Ports around the boundary:
Drawn at 6 px/micron. Pins as bars across the die edge, other pins in grey.
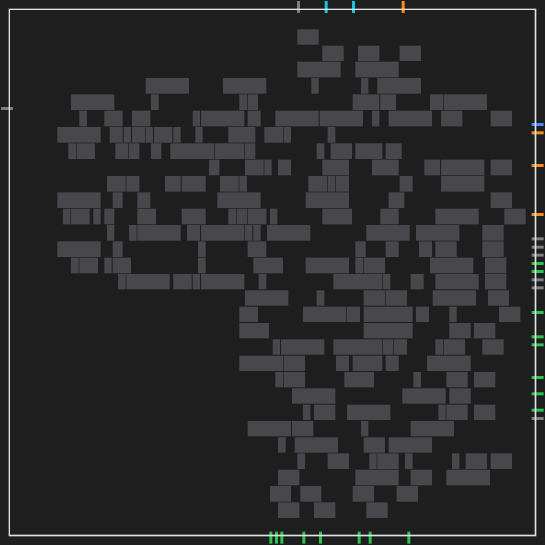
Metal 2:
Drawn at 6 px/micron.
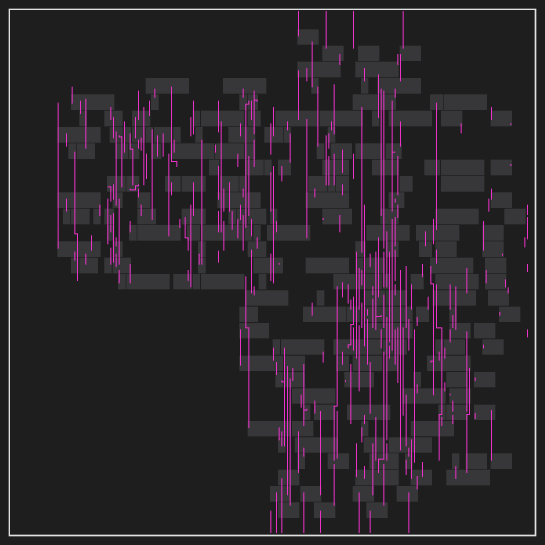
Metal 3:
Drawn at 6 px/micron.
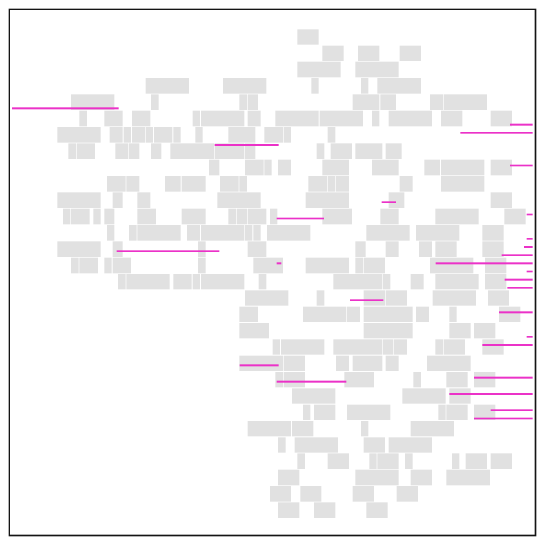
## src/rtl/seven_seg_scanner_if.sv

```systemverilog
// Digit-scanner bus: display value and controls toward the scanner, and the
// decoder nibble with anode enables coming back out.
interface seven_seg_scanner_if #(
    parameter int DIGITS = 4
);
    localparam int IDX_W = (DIGITS > 1) ? $clog2(DIGITS) : 1;

    logic [4*DIGITS-1:0] value_in;
    logic                load;
    logic                blank_lz;
    logic [3:0]          digit_data;
    logic [IDX_W-1:0]    digit_idx;
    logic [DIGITS-1:0]   anodes;
    logic                digit_blank;

    modport master (
        output value_in, load, blank_lz,
        input  digit_data, digit_idx, anodes, digit_blank
    );

    modport slave (
        input  value_in, load, blank_lz,
        output digit_data, digit_idx, anodes, digit_blank
    );
endinterface

```

## src/rtl/seven_seg_scanner.sv

```systemverilog
// Time-multiplexed hex digit scanner feeding a seven-segment decoder, with
// active-low common-anode enables and optional leading-zero blanking.
module seven_seg_scanner #(
    parameter int DIGITS      = 4,
    parameter int REFRESH_DIV = 50000
) (
    input  logic                clk,
    input  logic                rst,
    seven_seg_scanner_if.slave  bus
);
    localparam int IDX_W = (DIGITS > 1) ? $clog2(DIGITS) : 1;
    localparam int DIV_W = $clog2(REFRESH_DIV);

    logic [4*DIGITS-1:0] value_reg;
    logic [DIV_W-1:0]    div_cnt;
    logic [IDX_W-1:0]    idx_reg;

    logic [DIGITS-1:0]   lz_zero;
    logic                zero_acc;
    logic [3:0]          cur_nibble;
    logic                blank_now;
    logic                div_last;
    logic                idx_last;

    // lz_zero[i] is set when nibbles DIGITS-1 down to i are all zero.
    always_comb begin
        // NOTE: every combinational output gets a default first so no path leaves it unassigned (no latch).
        lz_zero  = '0;
        zero_acc = 1'b1;
        for (int i = DIGITS - 1; i >= 0; i--) begin
            zero_acc   = zero_acc & (value_reg[4*i +: 4] == 4'h0);
            lz_zero[i] = zero_acc;
        end
    end

    always_comb begin
        cur_nibble = value_reg[{idx_reg, 2'b00} +: 4];
        blank_now  = bus.blank_lz && (idx_reg != '0) && lz_zero[idx_reg];
        div_last   = (div_cnt == DIV_W'(REFRESH_DIV - 1));
        idx_last   = (idx_reg == IDX_W'(DIGITS - 1));
    end

    // NOTE: sequential state uses non-blocking assignments so every register samples pre-edge values.
    always_ff @(posedge clk) begin
        if (rst) begin
            // NOTE: value_reg is a plain register, not a memory, so it is reset to show a clean 0 after reset.
            value_reg       <= '0;
            div_cnt         <= '0;
            idx_reg         <= '0;
            bus.digit_data  <= '0;
            bus.digit_idx   <= '0;
            bus.anodes      <= '1;
            bus.digit_blank <= 1'b1;
        end else begin
            if (bus.load) begin
                value_reg <= bus.value_in;
            end

            if (div_last) begin
                div_cnt <= '0;
                idx_reg <= idx_last ? '0 : idx_reg + 1'b1;
            end else begin
                div_cnt <= div_cnt + 1'b1;
            end

            // Outputs follow idx_reg/value_reg by one cycle; only one anode can go low.
            bus.digit_data  <= cur_nibble;
            bus.digit_idx   <= idx_reg;
            bus.anodes      <= blank_now ? '1 : ~(DIGITS'(1) << idx_reg);
            bus.digit_blank <= blank_now;
        end
    end
endmodule
```

## src/flat_wrapper.sv

```systemverilog
// flat-port wrapper written by rule: the top's interface ports become plain ports
module seven_seg_scanner_flat 
#(
    parameter int DIGITS      = 4,
    parameter int REFRESH_DIV = 50000
)
  (clk, rst, bus_value_in, bus_load, bus_blank_lz, bus_digit_data, bus_digit_idx, bus_anodes, bus_digit_blank);
  seven_seg_scanner_if #(.DIGITS(DIGITS)) bus_i ();
  input  logic clk;
  input  logic rst;
  input wire logic [$bits(bus_i.value_in)-1:0] bus_value_in;
  input wire logic [$bits(bus_i.load)-1:0] bus_load;
  input wire logic [$bits(bus_i.blank_lz)-1:0] bus_blank_lz;
  output wire logic [$bits(bus_i.digit_data)-1:0] bus_digit_data;
  output wire logic [$bits(bus_i.digit_idx)-1:0] bus_digit_idx;
  output wire logic [$bits(bus_i.anodes)-1:0] bus_anodes;
  output wire logic [$bits(bus_i.digit_blank)-1:0] bus_digit_blank;
  assign bus_i.value_in = bus_value_in;
  assign bus_i.load = bus_load;
  assign bus_i.blank_lz = bus_blank_lz;
  assign bus_digit_data = bus_i.digit_data;
  assign bus_digit_idx = bus_i.digit_idx;
  assign bus_anodes = bus_i.anodes;
  assign bus_digit_blank = bus_i.digit_blank;
  seven_seg_scanner #(.DIGITS(DIGITS), .REFRESH_DIV(REFRESH_DIV)) u_core (.clk(clk), .rst(rst), .bus(bus_i));
endmodule
```

## config.mk

```make
export PLATFORM = sky130hd
export DESIGN_NAME = seven_seg_scanner_flat
export DESIGN_NICKNAME = d
export VERILOG_FILES = /design/src/rtl/seven_seg_scanner_if.sv /design/src/rtl/seven_seg_scanner.sv /design/src/flat_wrapper.sv
export SDC_FILE = /design/constraint.sdc
export NUM_CORES = 1
export LEC_CHECK = 0
export CAP_MARGIN = 20
export CORE_UTILIZATION = 25
export CTS_CLUSTER_DIAMETER = 120
export DETAILED_ROUTE_END_ITERATION = 7
export PLACE_DENSITY = 0.5
export SYNTH_ARGS = -nofsm -noshare
export SYNTH_HDL_FRONTEND = slang
export SYNTH_SLANG_ARGS = --single-unit
```

## constraint.sdc

```tcl
create_clock -name clk -period 5.9 [get_ports clk]
set_clock_uncertainty 0.2 [all_clocks]
set_input_delay 0.885 -clock clk [delete_from_list [all_inputs] [get_ports clk]]
set_output_delay 0.885 -clock clk [all_outputs]
set_load 0.03 [all_outputs]
```

==> results.json <==
{
  "synth-main-ff-cell": "dfxtp_1",
  "area_delta_synth_final_pct": 26.1,
  "critPathBufInv": 1,
  "grt_max_degree": 31,
  "p_per_area_nw_per_um2": 246,
  "vias_per_cell": 4.24,
  "ys_cells": 182,
  "postRouteAntennaNets": 0,
  "period_needed_ns": 2.79,
  "htreeDepth": 2,
  "drive_gt1_frac": 0.0664,
  "crit_family": "buffers and inverters",
  "fin_cells": 307,
  "antenna_cells": 0,
  "ys.flops": 45,
  "worst_ep_arrival_time_ns": 2.75,
  "synth_seq_share": 0.493,
  "path_clk_slew_ns": 0.08,
  "async_flop_share": 0,
  "antenna_found_initial": 0,
  "postSynthCellCount": 182,
  "root_buffer": "clkbuf_8",
  "vdd.ir_drop.worst_mv": 0.0697,
  "synth_nets": 207,
  "netlist_area_sq_um": 1830,
  "p_total_mw": 0.567,
  "clock.latency.late_pin_ns": 0.29,
  "ys_area_sq_um": 1830,
  "grt.total_usage": 0.101,
  "final_hold_viol_count": 0,
  "ioPinCount": 31,
  "lay_top_count": "dfxtp_1",
  "largest_area_cell": "dfxtp_1",
  "topCellsByArea": "dfxtp_1 49%, mux2i_1 9.3%, nor2_1 8.0%",
  "drt-pass1-iter-count": 4,
  "wl_per_cell_microns": 11.4,
  "cpMaxStageDelayCell": "clkdlybuf4s50_1",
  "warning_count": 29,
  "grt_pass1_wl_microns": 5870,
  "rows": 30,
  "grt_pass1_vias": 1209,
  "gp_congestion": 0.693,
  "fmax_mhz": 359,
  "grt_overflow_total": 0,
  "final_util": 0.333,
  "fin_nets": 235,
  "timing_worst_setup_path_type": "input pin to flip-flop",
  "crit_chain": "clkdlybuf4s50_1, nand2b_1, nor2_1",
  "cts.sinks": 45,
  "status": "finished clean",
  "placed_cell_area_sq_um": 2210,
  "leakage_nw": 0.835,
  "cts_buffers": 5,
  "cts_setup_buffers": 0,
  "edf_count": 0,
  "ctsResizeCount": 0,
  "setup_tns_ns": 0,
  "worst_setup_path_end_kind": "flip-flop",
  "synth_top_area_share": 0.493,
  "layout.cells.most_common_list": "45 x dfxtp_1, 39 x nor2_1, 30 x clkdlybuf4s50_1, 17 x mux2i_1, 13 x xnor2_1",
  "cap_violations": 0,
  "rsz0062_at_grt": "false",
  "yosysWarnings": 0,
  "crit_path_start_kind": "input pin",
  "finalCritPeriodShare": 0.473,
  "finalSetupViolations": 0,
  "clockBufferDepth": 2,
  "cp_max_fo": 30,
  "hold_class": "flip-flop to flip-flop",
  "dr.first_iter.drc_count": 4,
  "worst_pin_slew_ns": 1.02,
  "stdcell_area_sq_um": 2300,
  "dp.cells": 299,
  "required_ns": 5.86,
  "chipArea_sq_um": 7650,
  "synth_cell_type_count": 28,
  "post-dp-hpwl_microns": 2400,
  "cts_tree": "built",
  "slew_violations": 0,
  "coreArea_sq_um": 6910,
  "ctsHoldBuffers": 0,
  "drc": 0,
  "max_stage_delay_ns": 1.14,
  "maxSlewHeadroom": 0.320,
  "fp_util": 0.264,
  "synth.avg_cell_area_sq_um": 10.0
}
Notes on 'ports around the boundary' above:
Key: cyan = bus_digit_idx [pins 2, direction output, edge north]; blue = bus_digit_blank [pins 1, direction output, edge east]; green = bus_value_in [pins 16, direction input, edge 8 east, 8 south]; orange = bus_anodes [pins 4, direction output, edge 3 east, 1 north]
All pins by edge: 18 east, 8 south, 4 north, 1 west.
chip width: 87.5 microns
Port Buffer Count: 30
vertical die size: 87.5 microns

Notes on 'metal 2' above:
The longest straight run is 29.9 microns. 175 nets have wire on it. The wires run mostly vertical. The layer holds 45% of the routed length.
via count: 1,303
WL final: 3510 microns
met2 Usage GRT: 0.159

Notes on 'metal 3' above:
The wires run mostly horizontal. The layer holds 5.2% of the routed length.
M3 GR Usage: 0.0351

## worst paths after layout
check	cells past startpoint	endpoint	start	slack [ns]
worst max-delay path	3	u_core.div_cnt[2]	rst	3.11
worst min-delay path	1	u_core.div_cnt[0]	u_core.div_cnt[0]	0.27
worst max register to register	5	u_core.div_cnt[2]	u_core.div_cnt[0]	3.52
worst min register to register	1	u_core.div_cnt[0]	u_core.div_cnt[0]	0.27
## report_power, final
part	switching (mW)	total, mW	leakage (nW)	internal [mW]
registers	0.00728	0.321	0.368	0.314
logic	0.0206	0.0477	0.417	0.0271
clock network	0.104	0.199	0.0512	0.0950
## per-stage QoR
stage                     hold slack (ns)  setup slack [ns]
after global routing                0.290              2.92
after floorplan                     0.230              3.62
after global placement              0.248              2.80
after CTS                           0.273              3.04
after detailed placement            0.252              2.75
final                               0.265              3.11
## Yosys cell counts, types with 2 or more instances
cell type	count
nor4_1	8
mux4_2	4
inv_1	6
buf_2	2
ha_1	5
nor3_1	3
xnor2_1	13
dfxtp_1	45
clkbuf_1	6
nand2b_1	3
nand4_1	3
nor2_1	39
nand2_1	4
nor2b_1	4
nand3_1	5
nand3b_1	4
mux2i_1	17
## final cells by class
type | count | area (sq um)
Clock buffer | 6 | 82.6
Clock inverter | 2 | 13.8
Fill cell | 753 | 4600
Inverter | 6 | 22.5
Multi-Input combinational cell | 122 | 862
Sequential cell | 45 | 901
Tap cell | 96 | 120
Timing Repair Buffer | 30 | 300
## cells by family after synthesis
logic type,count (synthesis),synth area share
compound gates,4,0.0151
xor+xnor,14,0.0672
fa+ha+maj,5,0.0343
buf+inv,15,0.0343
flops,45,0.493
mux,21,0.143
simple gates,78,0.213
## layer usage
metal	GRT usage	share of wire	up-vias	routed length, microns
met4	0.0492	0.022	0	79
met3	0.0351	0.052	9	181
met5	0	0	-	0
met1	0.123	0.48	592	1690
met2	0.159	0.45	26	1570
li1	-	-	676	-
Power and IR drop assume default switching activity.
